Fig. 1: run 1, placement view
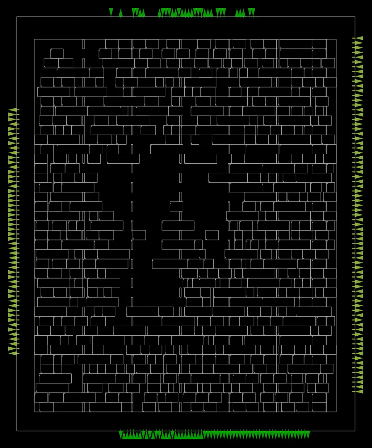
Fig. 2: run 1, routed metal per tile
The bar under the picture is 20 um long. 19 x 24 tiles, from black (low) to pale yellow (high), scaled to the fullest tile. Values are wire area over tile area, all layers added.
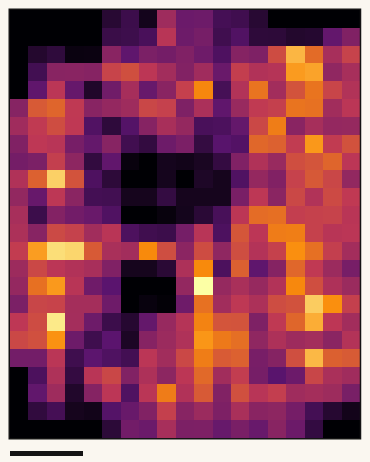
Fig. 3: run 1, close-up of the layout
The bar under the picture is 20 um long. Region (0, 4) to (50, 54) um. Cells in gray, sequential cells in the stronger gray; small squares are vias.
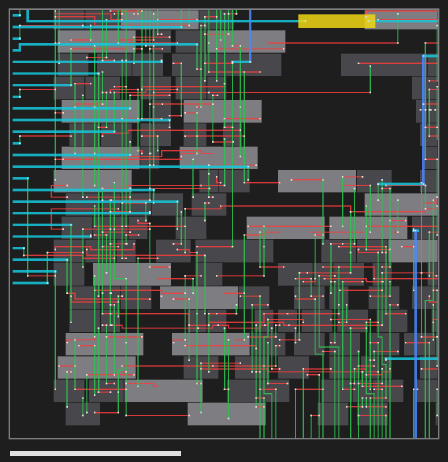
Fig. 4: run 1, sequential cells colored by netlist name
Other sequential cells in the stronger gray, the rest of the logic in the fainter gray.
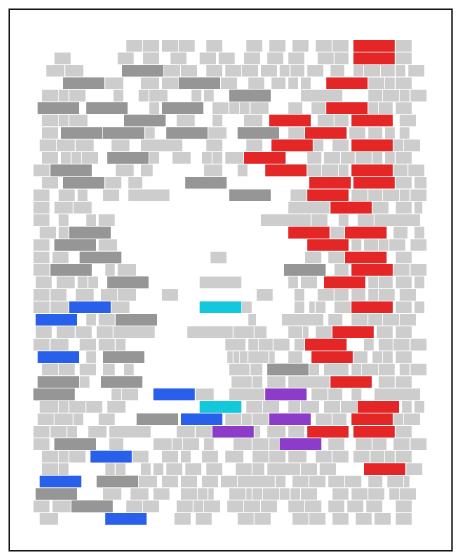
**config.mk**
```make
export PLATFORM = sky130hd
export DESIGN_NAME = apb4_reg_bridge
export DESIGN_NICKNAME = d
export VERILOG_FILES = /design/src/rtl/apb4_reg_bridge.sv
export SDC_FILE = /design/constraint.sdc
export NUM_CORES = 1
export LEC_CHECK = 0
export CAP_MARGIN = 20
export CORE_ASPECT_RATIO = 1.25
export CORE_MARGIN = 5
export CORE_UTILIZATION = 42
export DETAILED_ROUTE_END_ITERATION = 8
export PLACE_DENSITY = 0.9
export SYNTH_ARGS = -nofsm -noshare
export SYNTH_HDL_FRONTEND = slang
export SYNTH_SLANG_ARGS = --single-unit
```
**constraint.sdc**
```tcl
create_clock -name clk -period 6.2 [get_ports clk]
set_clock_uncertainty 0.2 [all_clocks]
set_input_delay 0.62 -clock clk [delete_from_list [all_inputs] [get_ports clk]]
set_output_delay 0.62 -clock clk [all_outputs]
set_load 0.03 [all_outputs]
```
**src/rtl/apb4_reg_bridge.sv**
```systemverilog
// APB4 completer bridging to the regblock bus_req/bus_ready handshake.
// Optional bus-timeout enabled by defining APB4_BRIDGE_TIMEOUT_EN.
module apb4_reg_bridge #(
   parameter int PADDR_WIDTH = 32,
   parameter int ADDR_WIDTH = 8,
   parameter int DATA_WIDTH = 32,
   parameter logic [PADDR_WIDTH-1:0] BASE_ADDR = '0,
   parameter int TIMEOUT_CYCLES = 16
) (
   input  logic                    clk,
   input  logic                    rst,
   input  logic                    psel,
   input  logic                    penable,
   input  logic                    pwrite,
   input  logic [PADDR_WIDTH-1:0]  paddr,
   input  logic [DATA_WIDTH-1:0]   pwdata,
   input  logic [DATA_WIDTH/8-1:0] pstrb,
   output logic                    pready,
   output logic                    pslverr,
   output logic [DATA_WIDTH-1:0]   prdata,
   output logic                    bus_req,
   output logic                    bus_req_is_wr,
   output logic [ADDR_WIDTH-1:0]   bus_addr,
   output logic [DATA_WIDTH-1:0]   bus_wr_data,
   output logic [DATA_WIDTH-1:0]   bus_wr_biten,
   input  logic                    bus_req_stall_wr,
   input  logic                    bus_req_stall_rd,
   input  logic                    bus_ready,
   input  logic                    bus_err,
   input  logic [DATA_WIDTH-1:0]   bus_rd_data
);

   localparam int SW = DATA_WIDTH / 8;
   localparam int AB = $clog2(SW);
   localparam logic [PADDR_WIDTH-1:0] ALIGN_MASK =
      PADDR_WIDTH'((1 << AB) - 1);

   if (DATA_WIDTH != 8 && DATA_WIDTH != 16 &&
       DATA_WIDTH != 32 && DATA_WIDTH != 64) begin : g_dw_chk
      $error("DATA_WIDTH must be 8, 16, 32 or 64");
   end
   if (TIMEOUT_CYCLES < 1) begin : g_to_chk
      $error("TIMEOUT_CYCLES must be at least 1");
   end

   typedef enum logic [1:0] {IDLE, REQ, WAIT, RESP} state_t;

   state_t                state, state_nx;
   logic [ADDR_WIDTH-1:0] addr_q, addr_nx;
   logic [DATA_WIDTH-1:0] wdata_q, wdata_nx;
   logic [DATA_WIDTH-1:0] rdata_q, rdata_nx;
   logic [SW-1:0]         strb_q, strb_nx;
   logic                  wr_q, wr_nx;
   logic                  err_q, err_nx;
   logic                  miss, stall, go, take;
   logic [DATA_WIDTH-1:0] biten;

   always_ff @(posedge clk or posedge rst) begin
      if (rst) begin
         state   <= IDLE;
         addr_q  <= '0;
         wdata_q <= '0;
         rdata_q <= '0;
         strb_q  <= '0;
         wr_q    <= 1'b0;
         err_q   <= 1'b0;
      end else begin
         state   <= state_nx;
         addr_q  <= addr_nx;
         wdata_q <= wdata_nx;
         rdata_q <= rdata_nx;
         strb_q  <= strb_nx;
         wr_q    <= wr_nx;
         err_q   <= err_nx;
      end
   end

`ifdef APB4_BRIDGE_TIMEOUT_EN
   localparam int TW = $clog2(TIMEOUT_CYCLES + 1);
   logic [TW-1:0] tcnt;
   logic          expired;

   always_ff @(posedge clk or posedge rst) begin
      if (rst)
         tcnt <= '0;
      else if (state == IDLE)
         tcnt <= '0;
      else if (state == REQ || state == WAIT)
         tcnt <= tcnt + 1'b1;
   end

   assign expired = (state == REQ || state == WAIT) && !take &&
                    (tcnt == TW'(TIMEOUT_CYCLES - 1));
`else
   logic expired;
   assign expired = 1'b0;
`endif

   assign miss = (paddr[PADDR_WIDTH-1:ADDR_WIDTH] !=
                  BASE_ADDR[PADDR_WIDTH-1:ADDR_WIDTH]) ||
                 (|(paddr & ALIGN_MASK));
   assign stall = wr_q ? bus_req_stall_wr : bus_req_stall_rd;
   assign go    = (state == REQ) && !stall;
   assign take  = (go || state == WAIT) && bus_ready;

   always_comb begin
      state_nx = state;
      addr_nx  = addr_q;
      wdata_nx = wdata_q;
      rdata_nx = rdata_q;
      strb_nx  = strb_q;
      wr_nx    = wr_q;
      err_nx   = err_q;
      unique case (state)
         IDLE: begin
            if (psel && !penable) begin
               addr_nx  = paddr[ADDR_WIDTH-1:0];
               wdata_nx = pwdata;
               strb_nx  = pstrb;
               wr_nx    = pwrite;
               rdata_nx = '0;
               err_nx   = miss;
               // zero-strobe writes complete as a no-op
               if (miss || (pwrite && pstrb == '0))
                  state_nx = RESP;
               else
                  state_nx = REQ;
            end
         end
         REQ: begin
            if (go)
               state_nx = bus_ready ? RESP : WAIT;
         end
         WAIT: begin
            if (bus_ready)
               state_nx = RESP;
         end
         RESP: state_nx = IDLE;
      endcase
      if (take) begin
         rdata_nx = wr_q ? '0 : bus_rd_data;
         err_nx   = bus_err;
      end
      if (expired) begin
         state_nx = RESP;
         rdata_nx = '0;
         err_nx   = 1'b1;
      end
   end

   always_comb begin
      biten = '0;
      for (int i = 0; i < SW; i++)
         biten[i*8 +: 8] = {8{strb_q[i]}};
   end

   assign pready        = (state == RESP);
   assign prdata        = pready ? rdata_q : '0;
   assign pslverr       = pready & err_q;
   assign bus_req       = go;
   assign bus_req_is_wr = go & wr_q;
   assign bus_addr      = go ? addr_q : '0;
   assign bus_wr_data   = go ? wdata_q : '0;
   assign bus_wr_biten  = (go && wr_q) ? biten : '0;

endmodule

```
==> summary.txt, run 1 <==
The synthesis and PnR run went through. The slew check shows that the tightest pin keeps a relative margin of 32.2%. Hold analysis lists the worst path endpoint as wdata_q[23]. By instance count, the cell type seen most on the critical path is inv_1. In the post-route report, total wirelength is listed as 11.8 mm. Setup-violating endpoint count in the final report landed at 0. Total buffers and inverters traversed by the critical path landed at 3. The launch point of the critical path was reported as state[1]. Antenna violation net count after detailed routing landed at 0. Clock latency on the worst-skew pair landed at 0.33 ns. Combinational logic power landed at 1260 uW. The pin closest to its max-slew limit shows a slew of 0.996 ns. Sequential cell power landed at 866 uW. In this run the power spent charging and discharging nets is 992 uW. STA lists the endpoint of the worst register-to-register path as rdata_q[26]. Violation count after the first detailed-route iteration landed at 90. The total area inside the core boundary comes to 9130 um2.

The clock drives 80 sinks. The required time at the worst endpoint is listed as 5.38 ns. Layout net count landed at 624. From bottom edge to top edge, the die measures 118 um. Number of H-tree levels landed at 3.

The via count of the first global-routing pass is 3451. Max-slew violation count landed at 0. The run finished with clean final reports.

Total power per unit cell area landed at 420 nW/um2. Across the VDD grid, the largest voltage drop is 0.000230 V. Aggregate negative setup slack landed at 0 ns. Length of the first detailed-routing pass in iterations landed at 4. The biggest slice of the total power is consumed by combinational logic. The congestion estimate from routability-driven global placement came to 0.729. Number of logic gates landed at 191.

The finished layout holds 638 standard cells, fillers aside. Average routed wire per standard cell landed at 18.5 um. Proportion of final cell area spent on non-clock buffers landed at 36.1%. Leakage power figure landed at 0.00276 uW.

Timing-limited maximum frequency landed at 0.252 GHz. The number of clock buffers added by TritonCTS is 9. Synthesized instance count landed at 328. Count of synthesis-stage warnings from yosys landed at 0. The worst register-to-register path depth is 5. For this run, the script counts the antenna cells in the layout as 0. Placed wire-length estimate after detailed placement landed at 8.93 mm. Per the repair_timing log after CTS, setup buffers inserted total 0. Post-synth design cell area landed at 3920 um2. Maximum number of pins on one net before global-route repair landed at 81.

Register-to-register path setup slack landed at 3.54 ns. For reference, the critical path cell chain is inv_1 -> ha_1 -> inv_1 -> nor3b_1 -> and2_1 -> clkdlybuf4s50_1. By instance count after routing, the leading logic cell type is clkdlybuf4s50_1.

Average size of a mapped cell landed at 11.9 um2. Flip-flop and latch count after synthesis landed at 80. Counting buffers and inverters, the worst setup path is 6 cells deep.

The worst register-to-register path begins at wr_q. Multi-input gate share of total cell area landed at 24.7%. The multi-input combinational cells in the finished layout cover a total of 1570 um2. Count of instantiated cells in the yosys netlist landed at 328. Per STA, the worst path accumulates the most delay in the family buffers and inverters.

The layout has 9 clock buffers. The number of placed instances, taps included, is 619. Of all the cell area in the finished design, the clock network holds 4.80%. Largest incremental delay on the critical path landed at 0.75 ns. The number of warnings reported in the stage logs is 30. Number of nets produced by synthesis landed at 442. The critical path ends at bus_wr_biten[18]. For this design the top-level I/O count stands at 217. The post-CTS hold buffer count recorded in the log is 0.

Number of DRC violations after detailed routing landed at 0. Sequential cell area landed at 2000 um2. The timing report shows that the slowest cell on the worst path is clkdlybuf4s50_1. Via count landed at 3237. Looking at the cell usage after synthesis, the top flip-flop cell is dfrtp_1. At the placement stage, the worst setup path has a slack of 2.50 ns. The number of antenna violations at the first check in global routing came to 1. The critical path in the final layout is reported with a setup slack of 2.23 ns. CTS reports a maximum clock tree buffer depth of 2.
-- Fig. 1 (at the start) --
Tapcell Cnt: 123
fill cell total of the finished layout: 644

-- Fig. 2 (at the start) --
The densest ninth of the die: middle right. 8.6% of the tiles are nearly empty. The fullest tile reaches 0.48.

-- Fig. 3 (at the start) --
Key: met2 = green; met4 = blue; met3 = cyan; met5 = yellow; met1 = red
Netlist names of flops here include `wdata_q` (10), `addr_q` (8), `state` (2). Most frequent: clkdlybuf4s50_1 (46), dfrtp_1 (21), and3_1 (18). 113 logic cells have their middle in the window. Sequential cells in the window: 21.

-- Fig. 4 (at the start) --
Key: `addr_q` = blue [sequential cells 8]; `strb_q` = purple [sequential cells 4]; `state` = cyan [sequential cells 2]; `rdata_q` = red [sequential cells 32]

run 1: sequential cells by signal, indices dropped and copies added (netlist names):
| register | count |
|---|---|
| rdata_q | 32 |
| wdata_q | 32 |
| addr_q | 8 |
| strb_q | 4 |
| state | 2 |
| err_q | 1 |
| wr_q | 1 |
run 1: metrics by stage:
step	hold slack [ns]	area [um2]	util, %
floorplan	0.256	3920	-
global placement	0.266	5920	64.8
detailed placement	0.275	5960	65.3
CTS	0.288	6260	68.6
global route	0.299	6340	69.5
finish	0.283	6340	69.5
run 1: per-layer routing:
metal  global-route usage, %  vias to the layer above  share of wire (%)  wire length (um)
met5                       0                        -              0.059                 7
met4                    7.81                        2                1.9               225
met3                    8.50                       24                 12              1390
met2                    33.3                      150                 49              5810
met1                    22.0                     1561                 37              4380
li1                        -                     1500                  -                 -
run 1: cell families after synthesis:
logic type / count (synthesis) / share of synthesized area, %
buffers and inverters: 57 / 9.04
flip-flops: 80 / 51.1
multiplexers: 46 / 13.5
adder cells (fa/ha/maj): 5 / 1.60
AND/OR/NAND/NOR: 99 / 15.5
AND-OR/OR-AND: 41 / 9.23
run 1: cells in the mapped netlist, types with 2 or more instances:
cell / count / share of area [%]
buf_6: 3 / 0.86
ha_1: 5 / 1.6
nand2b_1: 2 / 0.32
a22o_1: 32 / 7.2
nor4_1: 7 / 1.1
mux2_2: 19 / 5.5
buf_2: 7 / 0.89
mux2_1: 26 / 7.5
nor2_1: 3 / 0.29
dfrtp_1: 80 / 51
clkbuf_1: 12 / 1.1
inv_1: 6 / 0.57
and2_1: 40 / 6.4
nand2_1: 3 / 0.29
and3_1: 40 / 6.4
buf_4: 29 / 5.6
Fig. 5: run 1, placement by cell class
Fill, decap, tap and diode cells in gray.
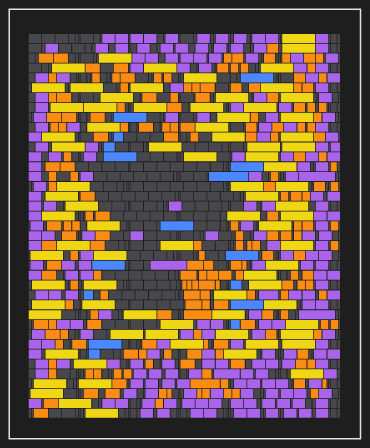

==> run 2: changes to the inputs <==
--- a/config.mk
+++ b/config.mk
@@ -8,9 +8,9 @@
 export CAP_MARGIN = 20
 export CORE_ASPECT_RATIO = 1.25
 export CORE_MARGIN = 5
-export CORE_UTILIZATION = 42
+export CORE_UTILIZATION = 35
 export DETAILED_ROUTE_END_ITERATION = 8
-export PLACE_DENSITY = 0.9
+export PLACE_DENSITY = 0.81
 export SYNTH_ARGS = -nofsm -noshare
 export SYNTH_HDL_FRONTEND = slang
 export SYNTH_SLANG_ARGS = --single-unit
==> constraint.sdc (replaced) <==
create_clock -name clk -period 3.36 [get_ports clk]
set_clock_uncertainty 0.2 [all_clocks]
set_input_delay 0.336 -clock clk [delete_from_list [all_inputs] [get_ports clk]]
set_output_delay 0.336 -clock clk [all_outputs]
set_load 0.03 [all_outputs]
Fig. 6: run 2, placement by cell class
Fill, decap, tap and diode cells in gray.
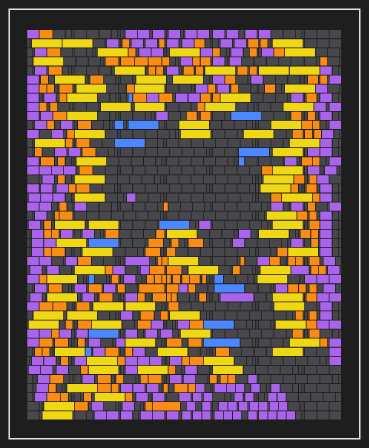
Key: flip-flops = yellow [cells 80, share of their area 33%]; all other logic = orange [cells 197, share of their area 26%]; other buffers and delay cells = purple [cells 223, share of their area 36%]; clock drivers and dummy loads = blue [cells 16, share of their area 4.8%]

==> run 2 against run 1 <==
Worst setup slack lost 2.0 ns. Critical path depth is 1 lower. Routed wire length fell by 4.2%. Combinational power grew 79%. Clock power is 78% higher. Total power increased by 81%. First-iteration DRC count is 8.9% higher. Register-to-register slack worse by 2.4 ns. Sequential power increased by 85%. Area after synthesis did not move. Sequential share of layout area is 0.55 points higher. Sequential cell count is the same. Largest power group unchanged.
==> summary.txt, run 2 <==
The synthesis and PnR run went through. Initial core utilization landed at 35.5%. TritonCTS built the clock tree. Setup-violating endpoint count in the final report landed at 0.

The script logs the ratio of routed vias to standard cells as 4.94. Detailed-route iteration 0 reported a violation count of 98. According to the timing report, the critical path is launched from state[1]. OpenROAD reports that the post-layout worst path occupies 92.1% of the period. Total count of hold-check failures in the final report landed at 0. Looking at the reg2reg group, the worst path starts from state[1].

The H-tree was split into 3 levels. Max-slew violation count landed at 0. Met1 layer usage reported by global route landed at 19.8%.

For this design the ratio of total power to cell area is 771 nW/um2. The run finished with clean final reports. The synthesis report names the predominant flop master as dfrtp_1. Worst slack at placement landed at 0.525 ns.

Leakage power figure landed at 0.00281 uW. dfrtp_1 takes more of the synthesized area than any other cell. Per the power-grid run, VDD falls by no more than 0.000375 V. For the final routed database, the setup TNS stands at 0 ns. Flip-flop and latch count after synthesis landed at 80. Net switching power of the design landed at 1780 uW. Clock network power for this build is 950 uW.

In the Yosys report the total cell count is 328. Among logic cells in the layout, the one with the most instances is clkdlybuf4s50_1. In this run the cell area measured after placement is 5940 um2.

Yosys reported that registers with async set or reset make up 100%. Internal portion of total power landed at 3020 uW. Maximum buffer depth of the clock tree landed at 2. Layout net count landed at 625.

STA classifies the critical path startpoint as a flip-flop. Number of buffers added by the clock tree synthesis step landed at 9. Setup repair after global routing left no endpoint under its margin. Count of standard-cell rows landed at 43. The region available for standard cell placement spans 11000 um2. Aggregate routed wire length landed at 11.3 mm. Summed over all routing layers, the global router reports a total usage of 16.6%. The power report lists the sequential group at 1600 uW. Part of the Yosys area used for sequential elements landed at 51.1%.

The vertical die dimension reported for this design is 128 um. Per the CTS log, the root buffer master is clkbuf_16. Antenna violation net count after detailed routing landed at 0. After synthesis, the cell types taking the most area are dfrtp_1, mux2_1, a22o_1.

In this run, synthesis inferred 0 flip-flops with an integrated enable. Synthesis area per yosys landed at 3920 um2. The report puts the hold buffer count at CTS at 0. The area growth from synthesis to layout is 59.0%. The pin closest to its max-slew limit shows a slew of 0.867 ns.

During I/O placement, the number of pins put on the boundary was 217. Final critical-path setup slack landed at 0.265 ns. In this run the post-CTS setup repair buffer count came out at 0. The clock network is responsible for 19.8% of the overall power. The stage logs contain a warning count of 30.

The script computed the net switching share of total power as 37.1%. Based on the critical path, the design can be clocked at up to 0.323 GHz. met2 is the most crowded layer. The synthesized netlist occupies a cell area of 3920 um2. For reference, the post-synthesis area per instance comes to 11.9 um2. Power share of the combinational group landed at 46.9%.

Number of fill cells in the layout landed at 929. Number of nets produced by synthesis landed at 442. Met3 usage landed at 6.90%.

For reference, the most critical setup path is categorized as flip-flop to primary output. Register-to-register path setup slack landed at 1.11 ns. Max fanout on the critical path was recorded as 35.

Antenna diode count landed at 0. The number of antenna violations at the first check in global routing was 0. Clock latency on the worst-skew pair landed at 0.33 ns. Number of DRC violations after detailed routing landed at 0. Number of distinct library cells after synthesis landed at 30. Time the worst path needs with I/O delays and setup landed at 3.10 ns.

Per the OpenROAD floorplan log, the width of the die is 105 um. The first global-routing pass estimated 18.0 mm of wire. dfrtp_1 is the most common cell in the netlist.

Entering global routing, the biggest net connects 48 pins. The largest registers in the layout are rdata_q x32, wdata_q x32, addr_q x8. The clock net in this run drives a total of 80 sinks. Via count landed at 3219.

met2 track demand over resource after global routing is 27.3%. Synthesized instance count landed at 328. Via count of the first global-routing pass landed at 3407. Placed wire-length estimate after detailed placement landed at 8.65 mm. The placement summary gives the final routability congestion estimate as 0.754. The report counts max-capacitance violations totalling 0. Count of synthesis-stage warnings from yosys landed at 0.

The worst setup path is captured at a primary output. Floorplan die area landed at 13400 um2. Overall overflow remaining after global route landed at 0. Average routed wire per standard cell landed at 17.4 um. The type recorded for the worst min-delay path is input port to async pin. Area share of the largest cell type after synthesis landed at 51.1%. Arrival time reported for the critical path endpoint landed at 2.56 ns. Once layout is complete, the utilization of the core stands at 56.5%. Clock slew at the register clock pins of the worst setup and hold paths landed at 0.06 ns. The power report attributes to the sequential group a share of 33.3%. The dominant power group in this design is combinational logic. Of the cells placed in the final design, the portion with a size suffix greater than 1 is 15.5%. Per the cell usage report, the commonest logic cells after layout are clkdlybuf4s50_1, dfrtp_1, and2_1, and3_1, buf_4. The commonest cells after synthesis are dfrtp_1, and2_1, and3_1. The first detailed-routing pass took 4 iterations. The slew check shows that the tightest pin keeps a relative margin of 42.2%. During placement, the flow inserted port buffers numbering 216.

Number of cells upsized or downsized after cts landed at 0. Cell area after layout landed at 6230 um2. Data required time of the worst path landed at 2.82 ns. Combinational power for this build is 2250 uW.
-- run 2: netlist changes by cell type in the layout (fill, tap and decap cells not counted), sizes merged --
cell           previous run  this run
clkinvlp                  3         2
buf                       6        39
clkinv                    2         4
inv                       7         5
clkbuf                    9        10
clkdlybuf4s50           216       184
-- run 2: logic make-up after synthesis --
logic type | share of synthesized area (%)
buffers and inverters | 9.04
DFF | 51.1
AOI/OAI and AO/OA | 9.23
muxes | 13.5
adders and majority gates | 1.60
and+or+nand+nor | 15.5
-- run 2: stage by stage --
step,instances,total power [uW],hold slack [ns]
floorplan,328,3060,0.256
global placement,633,3780,0.266
detailed placement,635,3890,0.274
CTS,651,4870,0.192
global route,651,5120,0.238
finish,651,4800,0.172
-- run 2: layer usage --
layer  share of wire (%)  vias up
met5                   0        -
met4                 1.6        0
met3                 9.2       16
met2                  49      145
met1                  40     1553
li1                    -     1505
-- run 2: layout make-up --
| type | count | area, um2 | area share [%] |
|---|---|---|---|
| sequential | 80 | 2000 | 32.1 |
| multi-input combinational | 191 | 1570 | 25.2 |
| tap | 135 | 169 | 2.71 |
| inverter | 6 | 23.8 | 0.382 |
| timing repair buffer | 223 | 2170 | 34.9 |
| clock buffer | 10 | 229 | 3.67 |
| clock inverter | 6 | 60.1 | 0.964 |
-- run 2: worst max-delay path: stages (launching register included) --
cell and delay, ns:
dfrtp_1 0.41, inv_1 0.13, ha_1 0.41, buf_4 0.36
and3_1 0.20, clkdlybuf4s50_1 0.71
-- run 2: worst paths after layout --
path                                   to  depth (start not counted)
hold / removal                wdata_q[26]                          2
setup reg to reg              rdata_q[16]                          6
setup / recovery           bus_wr_data[8]                          5
max in group asynchronous     rdata_q[24]                          3
hold reg to reg               wdata_q[13]                          1
min in group clk              wdata_q[13]                          1
Fig. 7: run 2, close-up of the layout
The bar under the picture is 20 um long. Region (1, 7) to (51, 57) um. Cells in gray, sequential cells in the stronger gray; small squares are vias.
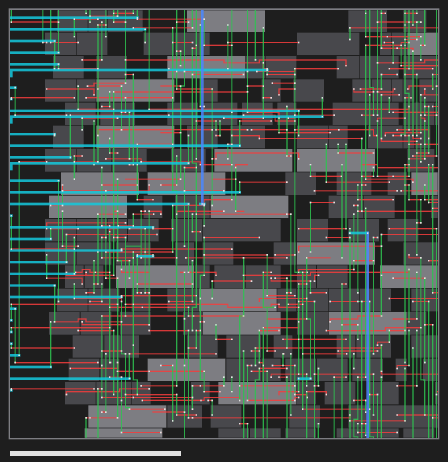

==> run 3: changes to the inputs <==
--- a/config.mk
+++ b/config.mk
@@ -11,6 +11,7 @@
 export CORE_UTILIZATION = 35
 export DETAILED_ROUTE_END_ITERATION = 8
 export PLACE_DENSITY = 0.81
+export SKIP_LAST_GASP = 1
 export SYNTH_ARGS = -nofsm -noshare
 export SYNTH_HDL_FRONTEND = slang
 export SYNTH_SLANG_ARGS = --single-unit
==> constraint.sdc (replaced) <==
create_clock -name clk -period 3.36 [get_ports clk]
set_clock_uncertainty 0.2 [all_clocks]
set_input_delay 0.672 -clock clk [delete_from_list [all_inputs] [get_ports clk]]
set_output_delay 0.672 -clock clk [all_outputs]
set_load 0.03 [all_outputs]
Fig. 8: run 3, close-up of the layout
The bar under the picture is 20 um long. Region (1, 7) to (51, 57) um. Cells in gray, sequential cells in the stronger gray; small squares are vias.
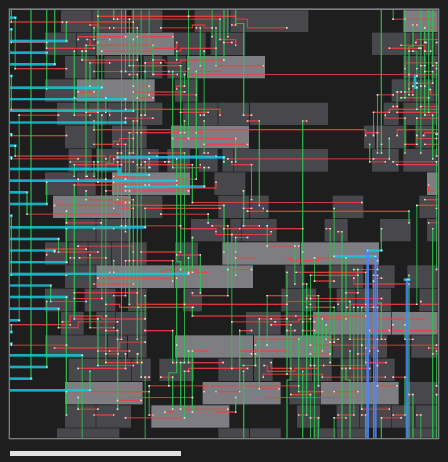

==> run 3 against run 2 <==
Count of clock-buffer cells in the layout rose by 1. Total power grew 2.0%. First-iteration DRC count up 5.1%. Utilization is 0.16 points lower. Global-route usage hardly changed. Clock power rose by 8%. Hold slack better by 0.11 ns. Area after synthesis did not move. Non-clock buffer count unchanged. Via count is 0.12% lower. Worst setup slack lost 0.014 ns. Fmax shrank 0.47%. Critical path type unchanged. Largest cell class unchanged.
==> summary.txt, run 3 <==
The synthesis and PnR run went through. The flow ran to the end, and the final reports show no timing, DRC or antenna violations. dfrtp_1 takes more of the synthesized area than any other cell. The synthesized netlist devotes 0% of its cell area to XOR and XNOR gates. Post-CTS timing repair inserted 0 buffers for setup.

After detailed routing, the average wire length per cell comes to 17.6 um. Note that the worst hold path type here is flip-flop to flip-flop. Summing all non-filler instances in the final layout gives an area of 6210 um2.

The cell sitting at the root of the clock tree is a clkbuf_16. For reference, the critical path is launched at state[1]. Count of standard-cell rows landed at 43. Share of total power in the clock network landed at 21.0%.

The first detailed-routing pass took 4 iterations. Max-slew violation count landed at 0. For the finished layout, the period the worst path requires is 3.11 ns. The detailed placer reported the number of placed instances as 634. Part of the total power dissipated in sequential elements landed at 32.8%. Setup repair after global routing left no endpoint under its margin. Per the OpenROAD floorplan log, the area of the core is 11000 um2. Across all checked pins, the minimum headroom to the slew limit is 56.8%. Net switching power of the design landed at 1810 uW. Antenna diode count landed at 0. After the first detailed-routing iteration, the DRC count stood at 103. Antenna violation net count after detailed routing landed at 0.

The capture point of the critical path was reported as prdata[19]. Synthesized instance count landed at 328. Per the gpl log, the routability congestion estimate is 0.834.

Counting instances in the post-synthesis netlist gives the leading cell types as dfrtp_1, and2_1, and3_1. The clock H-tree reported by CTS has 3 levels. Total power for the finished layout comes to 4900 uW. The first global-routing pass estimated 18.2 mm of wire. STA classifies the critical path endpoint as a primary output. Total routing usage reported by global routing landed at 16.6%. In the placement report, post-DP HPWL is listed as 8.64 mm. The worst register-to-register path begins at state[1]. Adder-cell share of the synthesized area landed at 1.60%.

Clock sink count landed at 80. The internal power of the cells totals 3090 uW. On the critical path the data arrives at 2.24 ns. Total cell area at the placement stage landed at 5870 um2. Maximum net fanout on the critical path landed at 23. The die covers 13400 um2. Count of synthesis-stage warnings from yosys landed at 0. In this run, the synthesized area fraction spent on AND-OR/OR-AND gates is recorded as 9.23%. The worst setup path is of the flip-flop to primary output kind. Across all stage logs, warnings added up to 30. Per Yosys stat, the portion of area used by sequential elements is 51.1%. In the final layout, the registers with the most flip-flops are rdata_q x32, wdata_q x32, addr_q x8. Routed via count divided by cell count landed at 4.94. Leaving out fill and tap cells, the most frequent cells in the layout are clkdlybuf4s50_1, dfrtp_1, buf_4, and2_1, and3_1.

The synthesized design devotes to its leading area cell type 51.1% of total area. Number of nets produced by synthesis landed at 442. For reference, the top logic cell family by area is simple AND/OR/NAND/NOR gates. Clock latency on the worst-skew pair landed at 0.32 ns. Maximum ir drop on the vdd rail landed at 0.000368 V.

The number of antenna violations at the first check in global routing was 0. Per the run summary, max-cap violations total 0. The worst register-to-register path depth is 7. Layout net count landed at 625. Power share of the combinational group landed at 46.2%. Synthesis area per yosys landed at 3920 um2.

Total I/O pin count landed at 217. Initial core utilization landed at 35.5%. Number of buffers inserted for hold repair after clock tree synthesis landed at 0. After detailed routing, no signal wire sits above met4. The finished layout holds 651 standard cells, fillers aside.

Summing all multiplexer cells gives an area fraction of 13.5%. Register-to-register path setup slack landed at 0.97 ns. Average size of a mapped cell landed at 11.9 um2. Number of buffers added by the clock tree synthesis step landed at 9. Cells with a size suffix above 1 make up 23.4% of the layout. Actual transition at the worst max-transition pin landed at 0.647 ns. Before any placement, the netlist area is recorded as 3920 um2.

STA classifies the critical path startpoint as a flip-flop. Count of input and output buffers landed at 216. Met1 routed wirelength after detailed routing landed at 4.44 mm.

Flip-flop and latch count after synthesis landed at 80. Of the total synthesized cell area, the portion taken by AND, OR, NAND and NOR gates is 15.5%. Timing-limited maximum frequency landed at 0.322 GHz. Aggregate routed wire length landed at 11.4 mm.
run 3: power groups by stage:
stage	clock, uW	combinational, uW	sequential (uW)
2_1_floorplan	0	1530	1530
3_3_place_gp	0	2170	1610
3_5_place_dp	0	2250	1620
4_1_cts	1050	2260	1610
5_1_grt	1100	2430	1660
6_report	1030	2260	1610
run 3: logic make-up after synthesis:
family          count (synthesis)
mux                            46
simple gates                   99
flops                          80
fa+ha+maj                       5
compound gates                 41
buf+inv                        57
run 3: how the worst min path moves through the flow:
stage                        endpoint  slack (ns)  cells after the start
after floorplan             strb_q[0]        0.26                      1
after global placement    wdata_q[19]        0.27                      1
after detailed placement  wdata_q[17]        0.28                      1
after CTS                   strb_q[3]        0.29                      1
after global routing      wdata_q[14]        0.30                      1
final                       strb_q[3]        0.28                      1
run 3: worst max-delay path, stage by stage, from the launching register on:
cell,delay [ns]
dfrtp_1,0.40
ha_1,0.40
buf_4,0.28
and2_1,0.15
clkdlybuf4s50_1,0.68
run 3: per-stage QoR:
step	util, %	hold slack, ns	setup WS (ns)
after floorplan	-	0.256	0.333
after global placement	53.1	0.266	0.277
after detailed placement	53.2	0.276	0.191
after CTS	56.1	0.289	0.207
after global routing	56.3	0.299	0.0927
final	56.3	0.284	0.250
run 3: final cells by class:
class / count / area [um2] / area share [%]
inverter: 6 / 23.8 / 0.383
sequential: 80 / 2000 / 32.2
tap: 135 / 169 / 2.72
clock inverter: 5 / 81.3 / 1.31
timing repair buffer: 223 / 2130 / 34.3
clock buffer: 11 / 233 / 3.75
multi-input combinational: 191 / 1570 / 25.3
run 3: metal layers:
layer | global-route usage (%) | up-vias
met3 | 5.94 | 20
met4 | 5.42 | 0
met5 | 0 | -
li1 | - | 1497
met2 | 28.9 | 162
met1 | 19.2 | 1536
Power is estimated from default activity; no workload was simulated.
